--- src/rtl/regfile_mp_sb_pkg.sv ---
// rtl/regfile_mp_sb_pkg.sv - shared register-file constants for ID-stage units
package regfile_mp_sb_pkg;

  localparam int DATA_W_DEF = 32;
  localparam int ADDR_W_DEF = 5;
  localparam int SP_ADDR_DEF = 29;
  localparam logic [31:0] SP_INIT_DEF = 32'h0000_0400;
  localparam int ZERO_REG = 0;

endpackage

--- src/rtl/rf_read_port.sv ---
// rtl/rf_read_port.sv - one read port: zero register, write-through bypass, busy masking
module rf_read_port
  import regfile_mp_sb_pkg::*;
#(
  parameter int DATA_W = DATA_W_DEF,
  parameter int ADDR_W = ADDR_W_DEF
) (
  input  logic [ADDR_W-1:0] addr,
  input  logic              we0,
  input  logic [ADDR_W-1:0] waddr0,
  input  logic [DATA_W-1:0] wdata0,
  input  logic              we1,
  input  logic [ADDR_W-1:0] waddr1,
  input  logic [DATA_W-1:0] wdata1,
  input  logic [DATA_W-1:0] stored_data,
  input  logic              stored_busy,
  output logic [DATA_W-1:0] rdata,
  output logic              rbusy
);

  logic hit0;
  logic hit1;

  assign hit0 = we0 && (waddr0 == addr);
  assign hit1 = we1 && (waddr1 == addr);

  // Port 1 carries the younger producer, so it takes precedence over port 0.
  always_comb begin
    rdata = stored_data;
    if (addr == ADDR_W'(ZERO_REG)) rdata = '0;
    else if (hit1)                 rdata = wdata1;
    else if (hit0)                 rdata = wdata0;
  end

  // A write presented this cycle resolves the hazard through the bypass.
  assign rbusy = stored_busy && !hit0 && !hit1;

endmodule

--- src/rtl/regfile_mp_sb.sv ---
// rtl/regfile_mp_sb.sv - multi-port register file with dual write, bypass and scoreboard
module regfile_mp_sb
  import regfile_mp_sb_pkg::*;
#(
  parameter int DATA_W = DATA_W_DEF,
  parameter int ADDR_W = ADDR_W_DEF,
  parameter int NUM_RD = 2,
  parameter int SP_ADDR = SP_ADDR_DEF,
  parameter logic [DATA_W-1:0] SP_INIT = DATA_W'(SP_INIT_DEF)
) (
  input  logic                     clk,
  input  logic                     reset,
  input  logic                     we0,
  input  logic [ADDR_W-1:0]        waddr0,
  input  logic [DATA_W-1:0]        wdata0,
  input  logic                     we1,
  input  logic [ADDR_W-1:0]        waddr1,
  input  logic [DATA_W-1:0]        wdata1,
  input  logic                     issue_valid,
  input  logic [ADDR_W-1:0]        issue_addr,
  input  logic [NUM_RD*ADDR_W-1:0] raddr,
  output logic [NUM_RD*DATA_W-1:0] rdata,
  output logic [NUM_RD-1:0]        rbusy,
  output logic [ADDR_W:0]          busy_count
);

  localparam int DEPTH = 1 << ADDR_W;

  logic [DATA_W-1:0] regs [1:DEPTH-1];
  logic [DATA_W-1:0] rd_view [DEPTH];
  logic [DEPTH-1:0]  busy;
  logic [DEPTH-1:0]  busy_n;
  logic [ADDR_W:0]   busy_count_n;
  logic              issue_hit;
  logic              set_new;
  logic              clr0;
  logic              clr1;

  always_ff @(posedge clk) begin
    for (int r = 1; r < DEPTH; r++) begin
      if (reset)                                regs[r] <= (r == SP_ADDR) ? SP_INIT : '0;
      else if (we1 && waddr1 == ADDR_W'(r))     regs[r] <= wdata1;
      else if (we0 && waddr0 == ADDR_W'(r))     regs[r] <= wdata0;
    end
  end

  always_comb begin
    rd_view[0] = '0;
    for (int r = 1; r < DEPTH; r++) rd_view[r] = regs[r];
  end

  // A new producer issued on the same edge as a write keeps the register busy.
  always_comb begin
    busy_n = '0;
    for (int r = 1; r < DEPTH; r++) begin
      busy_n[r] = (issue_valid && issue_addr == ADDR_W'(r)) ||
                  (busy[r] && !(we0 && waddr0 == ADDR_W'(r)) && !(we1 && waddr1 == ADDR_W'(r)));
    end
  end

  // Incremental count; a register targeted by both write ports is only cleared once.
  always_comb begin
    issue_hit = issue_valid && (issue_addr != ADDR_W'(ZERO_REG));
    set_new   = issue_hit && !busy[issue_addr];
    clr0      = we0 && busy[waddr0] && !(issue_hit && issue_addr == waddr0);
    clr1      = we1 && busy[waddr1] && !(issue_hit && issue_addr == waddr1) &&
                !(we0 && waddr0 == waddr1);
    busy_count_n = busy_count + (ADDR_W+1)'(set_new) - (ADDR_W+1)'(clr0) - (ADDR_W+1)'(clr1);
  end

  always_ff @(posedge clk) begin
    if (reset) begin
      busy       <= '0;
      busy_count <= '0;
    end else begin
      busy       <= busy_n;
      busy_count <= busy_count_n;
    end
  end

  for (genvar k = 0; k < NUM_RD; k++) begin : g_rd
    rf_read_port #(
      .DATA_W(DATA_W),
      .ADDR_W(ADDR_W)
    ) u_port (
      .addr        (raddr[k*ADDR_W +: ADDR_W]),
      .we0         (we0),
      .waddr0      (waddr0),
      .wdata0      (wdata0),
      .we1         (we1),
      .waddr1      (waddr1),
      .wdata1      (wdata1),
      .stored_data (rd_view[raddr[k*ADDR_W +: ADDR_W]]),
      .stored_busy (busy[raddr[k*ADDR_W +: ADDR_W]]),
      .rdata       (rdata[k*DATA_W +: DATA_W]),
      .rbusy       (rbusy[k])
    );
  end

endmodule

--- config.mk ---
export PLATFORM = sky130hd
export DESIGN_NAME = regfile_mp_sb
export DESIGN_NICKNAME = d
export VERILOG_FILES = /design/src/rtl/regfile_mp_sb_pkg.sv /design/src/rtl/rf_read_port.sv /design/src/rtl/regfile_mp_sb.sv
export SDC_FILE = /design/constraint.sdc
export NUM_CORES = 2
export LEC_CHECK = 0
export ABC_CLOCK_PERIOD_IN_PS = 6200
export CAP_MARGIN = 15
export CORE_ASPECT_RATIO = 2
export CORE_MARGIN = 2
export CORE_UTILIZATION = 35
export DETAILED_ROUTE_END_ITERATION = 10
export GPL_TIMING_DRIVEN = 0
export PLACE_DENSITY_LB_ADDON = 0.12
export SKIP_CTS_REPAIR_TIMING = 1
export SLEW_MARGIN = 20
export SYNTH_ARGS = -nofsm -noshare
export SYNTH_HDL_FRONTEND = slang
export SYNTH_SLANG_ARGS = --single-unit
export TNS_END_PERCENT = 30
--- constraint.sdc ---
create_clock -name clk -period 6.2 [get_ports clk]
set_input_delay 0.62 -clock clk [delete_from_list [all_inputs] [get_ports clk]]
set_output_delay 0.62 -clock clk [all_outputs]
set_load 0.1 [all_outputs]
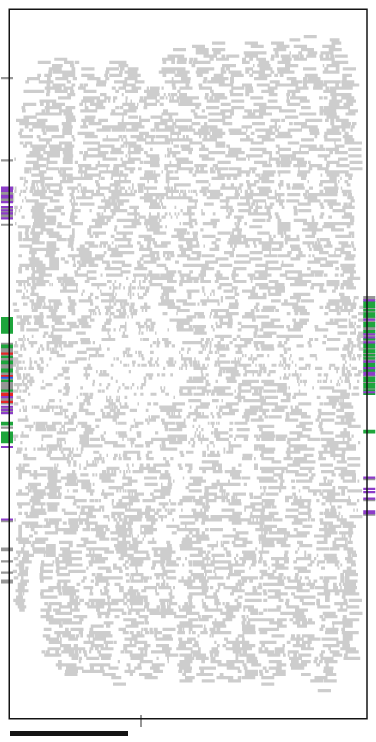
Figure 1: pin placement.
Scale bar: 100 um. Pins as bars across the die edge, other pins in gray.
color	port	pins	direction	edge
red	waddr0	5	input	west
purple	wdata0	32	input	16 west, 16 east
green	rdata	64	output	36 east, 28 west
blue	we1	1	input	west
all pins by edge	93 west, 72 east, 1 south

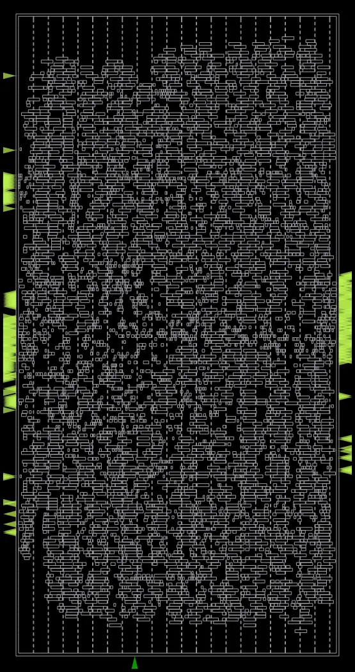
Figure 2: placed standard cells.
Core Area: 176,000 um2
Flops: 1,029

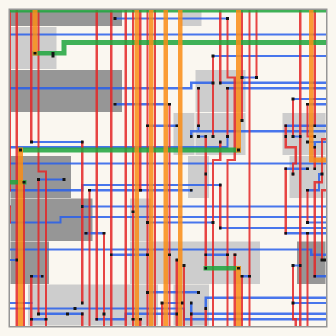
Figure 3: layout detail.
Window x 216 to 236, y 438 to 458 um. Cells in gray, sequential cells in the stronger gray; small squares are vias.
color	layer
orange	M4
green	M3
red	M2
blue	M1
most frequent	a22o_1 (4), clkbuf_1 (3), mux4_2 (2)
sequential cells in the window	1
netlist names of flops here include	regs (1)
cells with their middle in the window	11

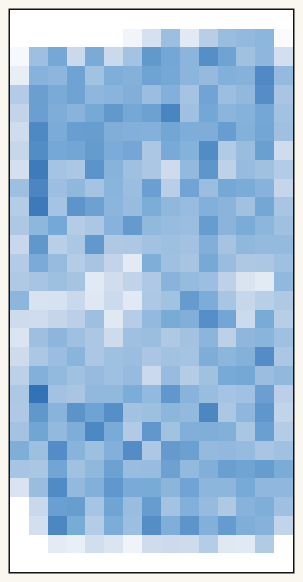
Figure 4: cell density map.
15 x 30 tiles, from white (low) to dark blue (high), 0 to 100% covered.
nearly empty tiles	9.1%
fullest tile	73%
mean over tiles	37%
FP Util: 35.1%
post-layout util: 39.8%

==> results.py <==
# Generated from Yosys and OpenROAD reports
metrics = {
    "placement": {
        "port_buffers": 87,
        "dp_hpwl_um": 272000,
        "postPlaceCellArea_um2": 66400,
    },
    "worst_setup_path": {
        "crit_chain": "buf_2 > buf_2 > buf_2 > clkbuf_1 > a221oi_1 > nor3_1 > a211oi_1 > o32ai_1 > dlymetal6s2s_1",
        "criticalPathCategory": "in2out",
        "end_kind": "output pin",
        "r2r_end": "busy_count[5]",
        "critPathArrivalTime_ns": 5.85,
        "cp_slowest_cell": "o32ai_1",
        "crit_buf_inv": 5,
        "crit_family": "buffers and inverters",
        "critPathLaunchType": "input pin",
        "required_ns": 5.58,
    },
    "route": {
        "drtPass1Iterations": 7,
        "drtIter0Drc": 7913,
        "routedWlPerCell_um": 51.7,
        "vias_per_cell": 7.25,
        "ant_nets": 0,
        "drc_errors": 0,
    },
    "die": {
        "rows": 218,
        "chip_area_um2": 180000,
        "io_pins": 166,
        "die_w_um": 301,
    },
    "timing": {
        "max_clock_freq_mhz": 155,
        "layout_setup_ws_ns": -0.266,
        "max_slew.worst_pin.slew_ns": 1.39,
        "grt_setup_unrepaired": "false",
        "setup_viol_count_final": 24,
        "hold_viol_final": 0,
        "relSlewSlack_pct": 6.66,
        "skew_ns": 0.0196,
        "drv_slew": 0,
    },
    "run_status": {
        "status": "finished, violations left",
        "violations": "negative setup slack",
    },
    "cts": {
        "numCtsBuffers": 101,
        "cts_buffer_depth": 3,
        "root_buffer": "clkbuf_16",
        "clkTransAtPathRegs_ns": 0.07,
        "clk_latency_ns": 0.75,
        "cts_tree": "built",
        "clock_sinks": 1029,
    },
    "global_route": {
        "grt_overflow": 0,
        "grtUsageTotal_pct": 40.3,
        "grt_pass1_wl_um": 477000,
        "first_global_vias": 50700,
    },
    "synth": {
        "topCellsByArea": "edfxtp_1 (48%), mux4_2 (17%), a22o_1 (14%), clkbuf_1 (2.4%), mux2i_1 (2.0%)",
        "synth_cell_types": 60,
        "edf_count": 992,
        "largest_area_cell": "edfxtp_1",
        "syn_avg_cell_area_um2": 13.8,
        "ff_type": "edfxtp_1",
        "yosys_cells": 4485,
        "ys.flops": 1029,
        "synth_warnings": 0,
        "yosysChipArea_um2": 61700,
        "top_area_share_pct": 48.3,
        "ys_seq_share_pct": 49.5,
    },
    "pwr": {
        "total_leakage_power_nw": 23.3,
        "irDropWorstVdd_uv": 338,
    },
    "layout": {
        "area_growth_pct": 13.2,
        "n_fill_cell": 16600,
        "finish.instance_area_um2": 69800,
        "logic_area_um2": 28000,
        "flop_area_um2": 30500,
        "nets": 4815,
    },
    "min_path": {
        "hold_path_depth": 2,
        "min_to": "regs[0][1017]",
        "min_from": "wdata1[25]",
    },
    "job": {
        "cap_viol_max_count": 0,
    },
}
==> worst max path at each step <==
stage	start	to	slack, ns	cells after the start
floorplan	waddr1[3]	rdata[48]	1.35	10
global placement	raddr[2]	rdata[10]	-2.16	9
detailed placement	raddr[2]	rdata[12]	-1.26	11
CTS	raddr[2]	rdata[12]	-1.29	11
global route	raddr[1]	rdata[22]	0.02	10
finish	raddr[7]	rdata[44]	-0.27	9
==> registers in the layout, indices dropped and copies added (netlist names) <==
| signal | cells |
|---|---|
| regs | 992 |
| busy | 31 |
| busy_count | 6 |
==> cell families (layout without fill, tap and decap cells) <==
| group | Yosys count | count (layout) | share of synthesized area, % |
|---|---|---|---|
| other | 0 | 22 | 0 |
| XOR/XNOR | 39 | 39 | 0.554 |
| flip-flops | 1029 | 1029 | 49.5 |
| buffers and inverters | 756 | 1066 | 5.66 |
| AND-OR/OR-AND | 1511 | 1511 | 20.1 |
| AND/OR/NAND/NOR | 484 | 484 | 3.98 |
| adder cells (fa/ha/maj) | 8 | 8 | 0.187 |
| multiplexers | 658 | 658 | 20.0 |
==> final cells by class <==
type	instances	share of cell area (%)
antenna	22	0.0788
inverter	44	0.237
tap	2310	4.14
multi-input combinational	2700	40.2
buffer	712	4.82
clock inverter	57	0.853
clock buffer	128	3.83
sequential	1029	43.7
timing repair buffer	125	2.17
==> layout by cell type, fill, tap and decap left out, drive strengths merged, types with 38 or more instances in the layout <==
cell,synthesis,routed
a21oi,59,59
a221oi,44,44
a22o,1018,1018
a22oi,59,59
buf,312,344
clkbuf,400,547
clkdlybuf4s50,0,47
clkinv,0,38
edfxtp,992,992
inv,44,46
mux2,80,80
mux2i,125,125
mux4,453,453
nand2,65,65
nor2,146,146
nor2b,50,50
nor3,67,67
o21ai,45,45
o22ai,112,112
o32ai,48,48
or2,42,42
==> stage by stage <==
stage / power [mW] / hold WS [ns] / setup WS, ns
floorplan: 10.6 / 0.469 / 1.35
global placement: 12.3 / 0.520 / -2.16
detailed placement: 12.4 / 0.523 / -1.26
CTS: 18.8 / 0.445 / -1.29
global route: 19.1 / 0.427 / 0.0170
finish: 19.0 / 0.448 / -0.266
==> Yosys cell counts, drive strengths merged, types with 48 or more instances <==
cell and number:
a22o 1018, nor3 67, nand2 65, nor2b 50, buf 312, edfxtp 992, o22ai 112, mux2 80
o32ai 48, a21oi 59, mux2i 125, a22oi 59, clkbuf 400, mux4 453, nor2 146
==> where the power goes <==
group          total (mW)  internal (mW)  switching [mW]
logic                4.14           1.16            2.98
clock network        6.52           3.47            3.05
registers            8.32           8.06           0.259
==> routing by layer <==
metal  vias up  part of all wire [%]  global-route usage, %
li1      19200                     -                      -
met1     26700                    32                   43.8
met2      4316                    45                   62.2
met3      1423                   9.9                   10.5
met4        16                    13                   40.8
met5         -                 0.030                 0.0812
No activity file was given, so power comes from the tool's default toggle rates.
